`config.mk`:
```
export PLATFORM = sky130hd
export DESIGN_NAME = dac_spi_responder_flat
export DESIGN_NICKNAME = d
export VERILOG_FILES = /design/src/rtl/dac_spi_pkg.sv /design/src/rtl/dac_spi_responder_if.sv /design/src/rtl/spi_sync_edge.sv /design/src/rtl/dac_spi_responder.sv /design/src/flat_wrapper.sv
export SDC_FILE = /design/constraint.sdc
export NUM_CORES = 1
export LEC_CHECK = 0
export CORE_AREA = 2 2 78 80
export CTS_BUF_LIST = sky130_fd_sc_hd__clkbuf_8
export CTS_CLUSTER_DIAMETER = 50
export DETAILED_ROUTE_END_ITERATION = 6
export DIE_AREA = 0 0 80 82
export PLACE_DENSITY = 0.76
export SLEW_MARGIN = 10
export SYNTH_ARGS = -nofsm -noshare
export SYNTH_HDL_FRONTEND = slang
export SYNTH_SLANG_ARGS = --single-unit
```
`constraint.sdc`:
```
create_clock -name clock -period 2.15 [get_ports clock]
set_input_delay 0.43 -clock clock [delete_from_list [all_inputs] [get_ports clock]]
set_output_delay 0.43 -clock clock [all_outputs]
set_load 0.01 [all_outputs]
```
`src/rtl/dac_spi_pkg.sv`:
```
// Shared constants and types for the LTC2624 DAC frame responder.
package dac_spi_pkg;

    localparam int FRAME_BITS_DEF = 32;
    localparam int CMD_W          = 4;
    localparam int ADDR_W         = 4;
    localparam int DATOS_W        = 12;

    // Field positions inside the 32-bit frame, bit 31 sent first
    localparam int CMD_LSB   = 20;
    localparam int ADDR_LSB  = 16;
    localparam int DATOS_LSB = 4;

    localparam logic [3:0] CMD_WRITE_UPDATE = 4'b0011;
    localparam logic [3:0] CMD_NOP          = 4'b1111;
    localparam logic [3:0] ADDR_A           = 4'h0;
    localparam logic [3:0] ADDR_B           = 4'h1;
    localparam logic [3:0] ADDR_C           = 4'h2;
    localparam logic [3:0] ADDR_D           = 4'h3;
    localparam logic [3:0] ADDR_ALL         = 4'hF;

    typedef enum logic [1:0] {
        IDLE  = 2'd0,
        SHIFT = 2'd1,
        LATCH = 2'd2
    } state_t;

endpackage

```
`src/rtl/dac_spi_responder_if.sv`:
```
// DAC SPI bus plus decoded-frame outputs; master = bus driver, slave = responder.
interface dac_spi_responder_if;
    import dac_spi_pkg::*;

    logic                 spi_sck;
    logic                 spi_mosi;
    logic                 dac_cs;
    logic                 dac_clr;
    logic                 spi_miso;
    logic [CMD_W-1:0]     cmd;
    logic [ADDR_W-1:0]    addr;
    logic [DATOS_W-1:0]   datos;
    logic                 frame_valid;
    logic                 frame_error;

    modport master (
        output spi_sck, spi_mosi, dac_cs, dac_clr,
        input  spi_miso, cmd, addr, datos, frame_valid, frame_error
    );

    modport slave (
        input  spi_sck, spi_mosi, dac_cs, dac_clr,
        output spi_miso, cmd, addr, datos, frame_valid, frame_error
    );

endinterface

```
`src/rtl/spi_sync_edge.sv`:
```
// Multi-flop synchroniser for one asynchronous bus input, with a history flop
// giving single-cycle rise/fall pulses on the synchronised level.
module spi_sync_edge #(
    parameter int   SYNC_STAGES = 2,
    parameter logic RST_VAL     = 1'b0
) (
    input  logic clock,
    input  logic reset,
    input  logic i_async,
    output logic o_level,
    output logic o_rise,
    output logic o_fall
);

    logic [SYNC_STAGES-1:0] r_sync;
    logic                   r_hist;

    genvar gi;
    generate
        for (gi = 0; gi < SYNC_STAGES; gi++) begin : g_stage
            if (gi == 0) begin : g_first
                always_ff @(posedge clock) begin
                    if (reset) r_sync[gi] <= RST_VAL;
                    else       r_sync[gi] <= i_async;
                end
            end else begin : g_next
                always_ff @(posedge clock) begin
                    if (reset) r_sync[gi] <= RST_VAL;
                    else       r_sync[gi] <= r_sync[gi-1];
                end
            end
        end
    endgenerate

    always_ff @(posedge clock) begin
        if (reset) r_hist <= RST_VAL;
        else       r_hist <= r_sync[SYNC_STAGES-1];
    end

    assign o_level = r_sync[SYNC_STAGES-1];
    assign o_rise  = o_level & ~r_hist;
    assign o_fall  = ~o_level & r_hist;

endmodule

```
`src/rtl/dac_spi_responder.sv`:
```
// Oversampling SPI responder decoding LTC2624 32-bit frames into cmd/addr/datos.
// Optional SDO echo of the previous accepted frame: define DAC_SDO_ECHO_EN.
module dac_spi_responder
    import dac_spi_pkg::*;
#(
    parameter int SYNC_STAGES = 2,
    parameter int FRAME_BITS  = FRAME_BITS_DEF
) (
    input  logic                       clock,
    input  logic                       reset,
    dac_spi_responder_if.slave         bus
);

    logic w_sck_level, w_sck_rise, w_sck_fall;
    logic w_cs_level,  w_cs_rise,  w_cs_fall;
    logic w_clr_level, w_clr_rise, w_clr_fall;
    logic w_mosi_level, w_mosi_rise, w_mosi_fall;

    // CS and CLR idle high, so their synchronisers reset high to avoid a phantom edge
    spi_sync_edge #(.SYNC_STAGES(SYNC_STAGES), .RST_VAL(1'b0)) u_sync_sck (
        .clock(clock), .reset(reset), .i_async(bus.spi_sck),
        .o_level(w_sck_level), .o_rise(w_sck_rise), .o_fall(w_sck_fall));
    spi_sync_edge #(.SYNC_STAGES(SYNC_STAGES), .RST_VAL(1'b1)) u_sync_cs (
        .clock(clock), .reset(reset), .i_async(bus.dac_cs),
        .o_level(w_cs_level), .o_rise(w_cs_rise), .o_fall(w_cs_fall));
    spi_sync_edge #(.SYNC_STAGES(SYNC_STAGES), .RST_VAL(1'b1)) u_sync_clr (
        .clock(clock), .reset(reset), .i_async(bus.dac_clr),
        .o_level(w_clr_level), .o_rise(w_clr_rise), .o_fall(w_clr_fall));
    spi_sync_edge #(.SYNC_STAGES(SYNC_STAGES), .RST_VAL(1'b0)) u_sync_mosi (
        .clock(clock), .reset(reset), .i_async(bus.spi_mosi),
        .o_level(w_mosi_level), .o_rise(w_mosi_rise), .o_fall(w_mosi_fall));

    state_t              r_state;
    logic [5:0]          r_count;
    logic [31:0]         r_shift;
    logic                r_fall_pend;
    logic [CMD_W-1:0]    r_cmd;
    logic [ADDR_W-1:0]   r_addr;
    logic [DATOS_W-1:0]  r_datos;
    logic                r_valid;
    logic                r_error;

    // Bit and count as they stand after this cycle's SCK edge, so a final edge
    // coinciding with CS rise is included in the frame check.
    logic [31:0] w_data_eff;
    logic [5:0]  w_count_eff;
    logic        w_accept;

    assign w_data_eff  = w_sck_rise ? {r_shift[30:0], w_mosi_level} : r_shift;
    assign w_count_eff = (w_sck_rise && r_count != 6'd63) ? r_count + 6'd1 : r_count;
    assign w_accept    = w_clr_level && (r_state == SHIFT) && w_cs_rise &&
                         (w_count_eff == 6'(FRAME_BITS));

    always_ff @(posedge clock) begin
        if (reset) begin
            r_state     <= IDLE;
            r_count     <= '0;
            r_shift     <= '0;
            r_fall_pend <= 1'b0;
            r_cmd       <= '0;
            r_addr      <= '0;
            r_datos     <= '0;
            r_valid     <= 1'b0;
            r_error     <= 1'b0;
        end else begin
            r_valid <= 1'b0;
            r_error <= 1'b0;
            if (!w_clr_level) begin
                r_cmd       <= '0;
                r_addr      <= '0;
                r_datos     <= '0;
                r_state     <= IDLE;
                r_count     <= '0;
                r_fall_pend <= 1'b0;
            end else begin
                case (r_state)
                    IDLE: begin
                        if (w_cs_fall || r_fall_pend) begin
                            r_state     <= SHIFT;
                            r_count     <= '0;
                            r_fall_pend <= 1'b0;
                        end
                    end
                    SHIFT: begin
                        if (w_sck_rise) begin
                            r_shift <= w_data_eff;
                            r_count <= w_count_eff;
                        end
                        if (w_cs_rise) begin
                            r_state <= LATCH;
                            if (w_accept) begin
                                r_cmd   <= w_data_eff[CMD_LSB +: CMD_W];
                                r_addr  <= w_data_eff[ADDR_LSB +: ADDR_W];
                                r_datos <= w_data_eff[DATOS_LSB +: DATOS_W];
                                r_valid <= 1'b1;
                            end else begin
                                r_error <= 1'b1;
                            end
                        end
                    end
                    LATCH: begin
                        // A CS fall here starts the next frame from IDLE one cycle later
                        r_state     <= IDLE;
                        r_fall_pend <= w_cs_fall;
                    end
                    default: r_state <= IDLE;
                endcase
            end
        end
    end

    assign bus.cmd         = r_cmd;
    assign bus.addr        = r_addr;
    assign bus.datos       = r_datos;
    assign bus.frame_valid = r_valid;
    assign bus.frame_error = r_error;

    logic w_unused;

`ifdef DAC_SDO_ECHO_EN
    logic [31:0] r_echo;

    always_ff @(posedge clock) begin
        if (reset)
            r_echo <= '0;
        else if (w_accept)
            r_echo <= w_data_eff;
        else if (w_sck_fall && !w_cs_level)
            r_echo <= {r_echo[30:0], 1'b0};
    end

    assign bus.spi_miso = r_echo[31];
    assign w_unused     = ^{w_sck_level, w_mosi_rise, w_mosi_fall, w_clr_rise, w_clr_fall};
`else
    assign bus.spi_miso = 1'b0;
    assign w_unused     = ^{w_sck_level, w_sck_fall, w_cs_level, w_mosi_rise, w_mosi_fall,
                            w_clr_rise, w_clr_fall, w_data_eff[31:24], w_data_eff[3:0]};
`endif

endmodule

```
`src/flat_wrapper.sv`:
```
// flat-port wrapper written by rule: the top's interface ports become plain ports
module dac_spi_responder_flat import dac_spi_pkg::*;
#(
    parameter int SYNC_STAGES = 2,
    parameter int FRAME_BITS  = FRAME_BITS_DEF
)
  (clock, reset, bus_spi_sck, bus_spi_mosi, bus_dac_cs, bus_dac_clr, bus_spi_miso, bus_cmd, bus_addr, bus_datos, bus_frame_valid, bus_frame_error);
  dac_spi_responder_if bus_i ();
  input  logic clock;
  input  logic reset;
  input wire logic [$bits(bus_i.spi_sck)-1:0] bus_spi_sck;
  input wire logic [$bits(bus_i.spi_mosi)-1:0] bus_spi_mosi;
  input wire logic [$bits(bus_i.dac_cs)-1:0] bus_dac_cs;
  input wire logic [$bits(bus_i.dac_clr)-1:0] bus_dac_clr;
  output wire logic [$bits(bus_i.spi_miso)-1:0] bus_spi_miso;
  output wire logic [$bits(bus_i.cmd)-1:0] bus_cmd;
  output wire logic [$bits(bus_i.addr)-1:0] bus_addr;
  output wire logic [$bits(bus_i.datos)-1:0] bus_datos;
  output wire logic [$bits(bus_i.frame_valid)-1:0] bus_frame_valid;
  output wire logic [$bits(bus_i.frame_error)-1:0] bus_frame_error;
  assign bus_i.spi_sck = bus_spi_sck;
  assign bus_i.spi_mosi = bus_spi_mosi;
  assign bus_i.dac_cs = bus_dac_cs;
  assign bus_i.dac_clr = bus_dac_clr;
  assign bus_spi_miso = bus_i.spi_miso;
  assign bus_cmd = bus_i.cmd;
  assign bus_addr = bus_i.addr;
  assign bus_datos = bus_i.datos;
  assign bus_frame_valid = bus_i.frame_valid;
  assign bus_frame_error = bus_i.frame_error;
  dac_spi_responder #(.SYNC_STAGES(SYNC_STAGES), .FRAME_BITS(FRAME_BITS)) u_core (.clock(clock), .reset(reset), .bus(bus_i));
endmodule
```
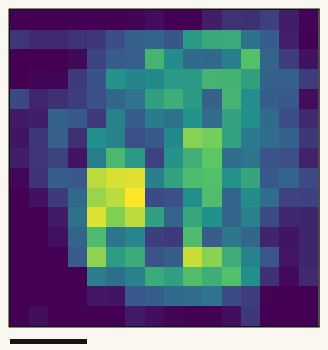
run_1/wire_density.png
The bar under the picture is 20 um long. 16 x 16 tiles, from dark purple (low) to yellow (high), scaled to the fullest tile. Values are wire area over tile area, all layers added.
densest ninth of the die: centre
mean over tiles: 0.14
nearly empty tiles: 19%

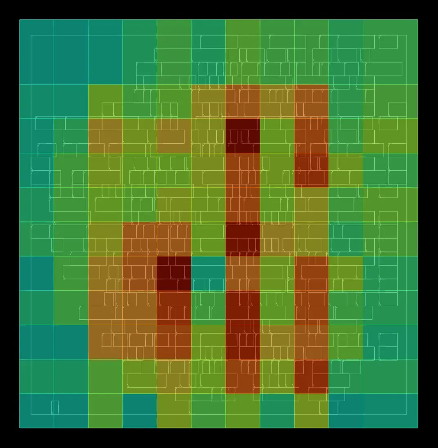
run_1/final_congestion.png
GR met2 Demand/Resource: 30.4%
Top Usage Layer GRT: met2

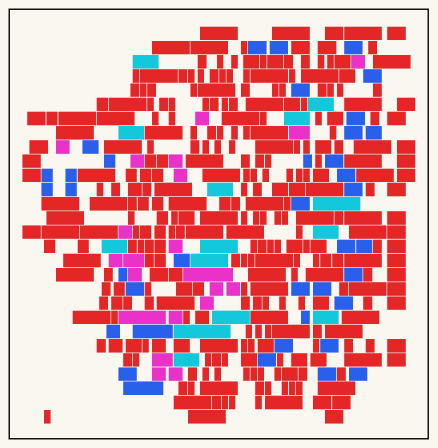
run_1/drive_strength.png
[drive 1 or less] red | cells: 299
[drive 6 and up] cyan | cells: 14
[drive 3 to 4] magenta | cells: 21
[drive 2] blue | cells: 38
fin worst setup slack: -0.0872 ns
P&R area growth vs syn: 19.0%

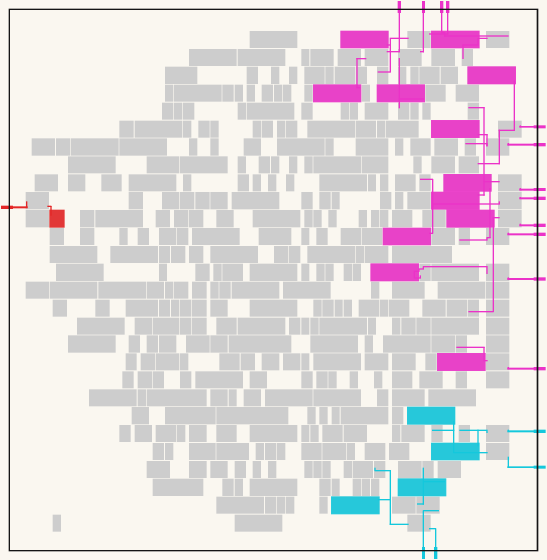
run_1/port_nets.png
[`bus_cmd`] cyan | bits: 4 | direction: output | end cells: 4 | buffers: 4 | wire: 66.1 um
[`bus_dac_cs`] red | bits: 1 | direction: input | end cells: 1 | buffers: 1 | wire: 4.70 um
[`bus_datos`] magenta | bits: 12 | direction: output | end cells: 12 | buffers: 12 | wire: 212 um
num ports: 29
port bufs: 27

[run 1: cell families (layout without fill, tap and decap cells)]
| logic type | count (synthesis) | in the layout |
|---|---|---|
| AND/OR/NAND/NOR | 179 | 179 |
| flip-flops | 65 | 65 |
| AND-OR/OR-AND | 62 | 62 |
| buffers and inverters | 30 | 63 |
| adder cells (fa/ha/maj) | 1 | 1 |
| other | 1 | 1 |
| XOR/XNOR | 1 | 1 |
[run 1: what timing repair did]
item | in CTS | in global routing
setup endpoints to repair | 20 | 20
gates cloned | 1 | 1
pin swaps | 0 | 1
resized | 2 | 3
setup buffers | 1 | 1
[run 1: state kept, by name, summed over array words and instances (netlist names), 2 cells and up]
register          count
u_core.r_shift       24
u_core.bus.addr       4
u_core.r_state        2
u_core.bus.datos     12
u_core.r_count        6
u_core.bus.cmd        4
==> out/qor.csv, run 1 <==
metric,value,unit
status,"complete, but fails checks",
violations,setup timing,
place.gp.congestion,0.731,
max_stage_delay,0.44,ns
fin_area,0.00348,sq mm
die_area,0.00656,sq mm
seq_area_share,37.5,%
seq_cell_power,1.22,mW
track_usage,19.4,%
p_clk_share,42.4,%
inv_count,1,
overflow,0,
tightest_slew,0.738,ns
yosys.stat.seqShare,44.6,%
setup_violations,20,
dpl-instance-area,0.00323,sq mm
cts_max_path_buffers,2,
cts_inserted_buffers,9,
topCombFamilyByArea,simple AND/OR/NAND/NOR gates,
synth_warnings,0,
final_common_cell,nand2_1,
worstReg2RegEnd,u_core.bus.cmd[0]$_SDFFE_PP0P_,
seq_power_share,54.3,%
whs_path_depth,1,
ys_async_sr_fraction,0,%
use_met3,5.71,%
postSynthCellCount,339,
reg2regPathDepth,8,
fin_util,60.5,%
fp_util,50.8,%
htree_levels,3,
synth_cell_types,43,
cp_num_cells,8,
path_class,reg -> reg,
core,0.00575,sq mm
vias,2394,
report.final.slew_viol_count,0,
final-clk-cell-share,5.08,%
ys_cells,339,
top_area_cell,dfxtp_1,
path_clk_slew,0.07,ns
die_y,82,um
ir_drop,0.404,mV
hold_path.class,reg -> reg,
synthSimpleGateAreaFrac,35.0,%
flops,65,
fin_ws,-0.0872,ns
synth.avg_cell_area,8.61,sq um
diodes,0,
drt-met1-wl,2750,um
routedWlPerCell,13.1,um
fillers,513,
vias_per_cell,5.36,
cp-end-kind,flop,
first_pass_iters,4,
synth_top_area_share,44.6,%
ff2ff_setup_slack,-0.09,ns
==> run 2: changes to the inputs <==
- CAP_MARGIN: default -> 0
- CORE_AREA: 2 2 78 80 -> 4 4 80 82
- DIE_AREA: 0 0 80 82 -> 0 0 84 86
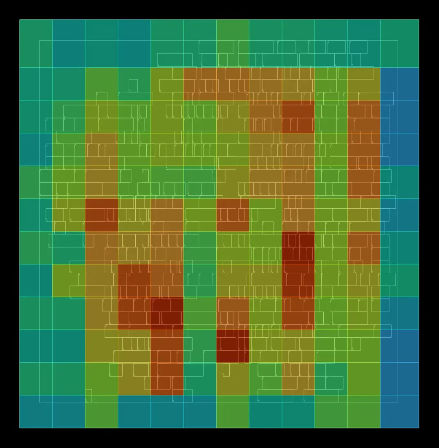
run_2/final_congestion.png
routed len/inst: 13.5 um
GRT Util Overall: 17.1%
final design utilization: 60.8%

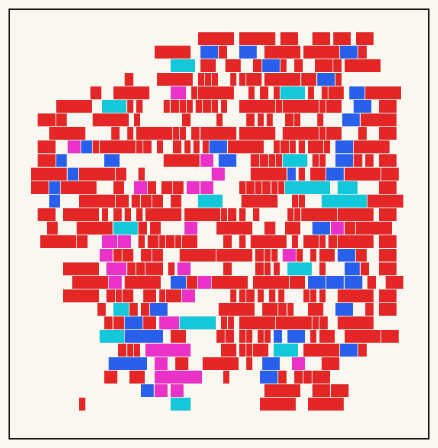
run_2/drive_strength.png
[drive 2] blue | cells: 38
[drive 3 to 4] magenta | cells: 25
[drive 1 or less] red | cells: 298
[drive 6 and up] cyan | cells: 15

==> out/qor.csv, run 2 <==
metric,value,unit,change
status,"complete, but fails checks",,
violations,setup timing,,
htree_levels,3,,unchanged
synth_warnings,0,,unchanged
fin_area,0.00349,sq mm,+0.47%
pre_cts_ws,-0.0838,ns,
synth_cell_types,43,,unchanged
place.gp.congestion,0.797,,+9.2%
postCtsSetupRepairBufs,0,,-1
reg2regPathDepth,8,,unchanged
antenna_found_initial,0,,
relSlewSlack,50.9,%,
top_register,u_core.r_shift,,
hold_viol,0,,
synth.avg_cell_area,8.61,sq um,unchanged
yosys.stat.seqShare,44.6,%,unchanged
grt_busiest_layer,met2,,
clock_skew,0.0104,ns,
worstReg2RegEnd,u_core.bus.cmd[3]$_SDFFE_PP0P_,,
drive_above_1_share,20.7,%,
cts_inserted_buffers,9,,unchanged
port_buffers,27,,unchanged
hold_path.class,reg -> reg,,
ys_cells,339,,unchanged
setup_violations,20,,unchanged
vias,2478,,+3.5%
fin_ws,-0.0816,ns,+0.00565 ns
drt-met1-wl,2800,um,+1.8%
report.final.slew_viol_count,0,,unchanged
dpl-instance-area,0.00325,sq mm,+0.46%
postSynthCellCount,339,,unchanged
vias_per_cell,5.49,,+2.6%
yosys_area,0.00292,sq mm,
cp-end-kind,flop,,
path_clk_slew,0.08,ns,about the same
whs_path_depth,1,,unchanged
drt_iter0_drc,237,,
die_area,0.00722,sq mm,+10%
ir_drop,0.428,mV,+5.9%
top_area_cell,dfxtp_1,,
ioPinCount,29,,unchanged
crit_slowest_cell,or4_4,,
wl_met3,302,um,
ctsHoldBuffers,0,,
diodes,0,,unchanged
use_met1,21.2,%,
fillers,506,,-1.4%
met2_length,2810,um,
cts_resized,0,,-2
cp_num_cells,8,,unchanged
die_y,86,um,+4.9%
globalRouteMet2Util,26.9,%,-3.5 points
fp_nets,346,,
core,0.00575,sq mm,unchanged
cts_max_path_buffers,2,,unchanged
syn2layout_area_growth,19.6,%,
first_pass_iters,4,,unchanged
overflow,0,,unchanged
area_leaders,"dfxtp_1, nand2_1, a21oi_1",,
tightest_slew,0.737,ns,-0.000941 ns
synth_top_area_share,44.6,%,unchanged
ys_async_sr_fraction,0,%,unchanged
use_met3,4.32,%,-1.4 points
max_stage_delay,0.43,ns,about the same
fp_util,50.8,%,unchanged
largest_reg_flops,24,,unchanged
power_density,632,mW/mm^2,
topCombFamilyByArea,simple AND/OR/NAND/NOR gates,,
final_common_cell,nand2_1,,
synthSimpleGateAreaFrac,35.0,%,unchanged
path_class,reg -> reg,,
ff2ff_setup_slack,-0.08,ns,about the same
==> run 2: cell counts after synthesis <==
Identical to the previous run, type by type.
==> run 2: power breakdown <==
part           total, mW  internal, mW  switching, mW
Clock              0.914         0.417          0.496
Sequential          1.22          1.21        0.00448
Combinational     0.0763        0.0252         0.0511
==> run 2: layout make-up <==
cell class / instances / area (sq um) / area share, %
well taps: 75 / 93.8 / 2.69
repair buffers: 50 / 498 / 14.3
multi-input cells: 244 / 1420 / 40.7
inverters: 1 / 3.75 / 0.107
clock inverters: 7 / 47.5 / 1.36
flip-flops and latches: 65 / 1300 / 37.3
clock buffers: 9 / 124 / 3.55
==> run 2: through the flow <==
stage	cells	util [%]
3_3_place_gp	431	56.5
4_1_cts	447	59.5
5_1_grt	451	60.8
3_5_place_dp	431	56.5
2_1_floorplan	339	-
6_report	451	60.8
==> run 3: changes to the inputs <==
- PLACE_DENSITY: 0.76 -> 0.75
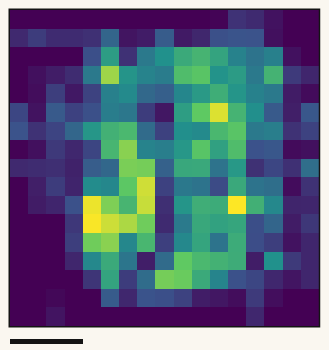
run_3/wire_density.png
The bar under the picture is 20 um long. 17 x 17 tiles, from dark purple (low) to yellow (high), scaled to the fullest tile. Values are wire area over tile area, all layers added.
mean over tiles: 0.13
fullest tile: 0.45
nearly empty tiles: 21%
densest ninth of the die: centre
tiles over half the peak: 23%
total routed wirelength: 5990 um
GRT Util Overall: 17.7%
DR vias: 2409
routed len/inst: 13.4 um

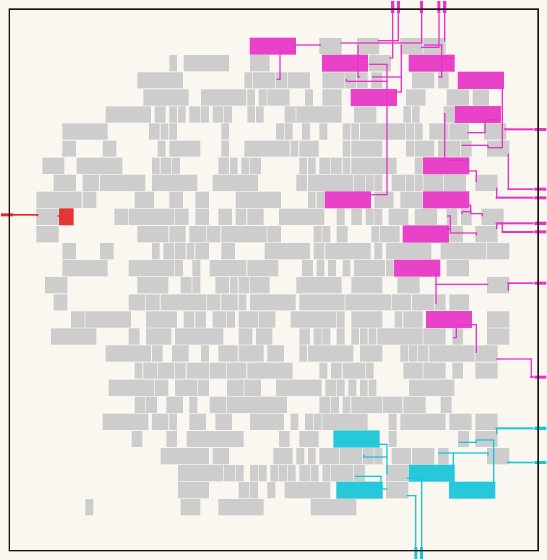
run_3/port_nets.png

==> out/qor.csv, run 3 <==
metric,value,unit,change
switching_share,22.7,%,-2.3 points
cp-endpoint,u_core.bus.cmd[3]$_SDFFE_PP0P_,,
htree_levels,3,,unchanged
ys_async_sr_fraction,0,%,unchanged
report.final.slew_viol_count,0,,unchanged
dpl-instance-area,0.00324,sq mm,-0.31%
cts_resized,2,,+2
n_clock_buffer,11,,+2
fin_ws,-0.0785,ns,+0.00307 ns
die_y,86,um,unchanged
crit_slowest_cell,or4_4,,
flop_area,0.00130,sq mm,unchanged
cts_inserted_buffers,9,,unchanged
place.gp.congestion,0.742,,-7.0%
fillers,528,,+4.3%
port_buffers,27,,unchanged
tap_cells,75,,unchanged
drt-met1-wl,2800,um,+0.11%
ys_cells,339,,unchanged
status,"complete, but fails checks",,
max_stage_delay,0.43,ns,about the same
logic_gates,244,,unchanged
worstHoldStart,u_core.u_sync_cs.r_sync[0]$_SDFF_PP1_,,
worstReg2RegEnd,u_core.bus.cmd[3]$_SDFFE_PP0P_,,
power.switching,0.501,mW,-9.2%
wl_met3,238,um,-21%
top_area_cell,dfxtp_1,,
final-clk-cell-share,5.10,%,+0.19 points
rows,28,,
core,0.00575,sq mm,unchanged
buf_share,12.5,%,-1.7 points
postCtsSetupRepairBufs,1,,+1
fp_util,50.8,%,unchanged
synth_top_area_share,44.6,%,unchanged
synth_cell_types,43,,unchanged
violations,setup timing,,
met2_length,2880,um,+2.2%
fin_area,0.00343,sq mm,-1.6%
drt_iter0_drc,252,,+6.3%
p_clk_share,41.3,%,about the same
cp_num_cells,7,,-1
logic_area,0.00143,sq mm,+0.44%
fin_cells,445,,-1.3%
p_comb_share,3.5,%,about the same
synth.avg_cell_area,8.61,sq um,unchanged
tightest_slew,0.738,ns,+0.00129 ns
area_leaders,"dfxtp_1, nand2_1, a21oi_1",,
dpl.cell_count,428,,-0.70%
first_pass_iters,5,,+1
flops,65,,unchanged
inv_count,1,,unchanged
largest_class,logic gates,,
use_met3,3.27,%,-1.1 points
postSynthCellCount,339,,unchanged
path_clk_slew,0.07,ns,about the same
hold_viol,0,,unchanged
die_area,0.00722,sq mm,unchanged
yosys.stat.seqShare,44.6,%,unchanged
cp-end-kind,flop,,
whs_path_depth,1,,unchanged
diodes,0,,unchanged
ff2ff_setup_slack,-0.08,ns,about the same
ioPinCount,29,,unchanged
globalRouteMet2Util,30.3,%,+3.4 points
setup_violations,20,,unchanged
pre_cts_ws,-0.0577,ns,+0.0261 ns
synth_warnings,0,,unchanged
vias_per_cell,5.41,,-1.5%
sh_comb_area,41.6,%,+0.86 points
reg2regPathDepth,7,,-1
overflow,0,,unchanged
yosys_area,0.00292,sq mm,unchanged
seq_power_share,55.2,%,about the same
final_common_cell,nand2_1,,
fp_nets,346,,unchanged
antenna_found_initial,0,,unchanged
ctsHoldBuffers,0,,unchanged
cts_max_path_buffers,2,,unchanged
relSlewSlack,50.8,%,-0.086 points
syn2layout_area_growth,17.6,%,
## run 3: cell families (layout without fill, tap and decap cells)
| family | count (synthesis) | count (layout) | share of synthesized area [%] |
|---|---|---|---|
| buffers and inverters | 30 | 61 | 7.20 |
| other | 1 | 1 | 0.128 |
| xor gates and xnor gates | 1 | 1 | 0.300 |
| and+or+nand+nor | 179 | 179 | 35.0 |
| AOI/OAI and AO/OA | 62 | 62 | 12.3 |
| DFF | 65 | 65 | 44.6 |
| adders and majority gates | 1 | 1 | 0.428 |
## run 3: power groups by stage
stage	clock (mW)	sequential [mW]	combinational (mW)
after floorplan	0	1.24	0.0611
after global placement	0	1.24	0.0759
final	0.911	1.22	0.0772
after CTS	0.933	1.22	0.0774
after global routing	0.991	1.22	0.0848
after detailed placement	0	1.25	0.0768
Power and IR drop assume default switching activity.
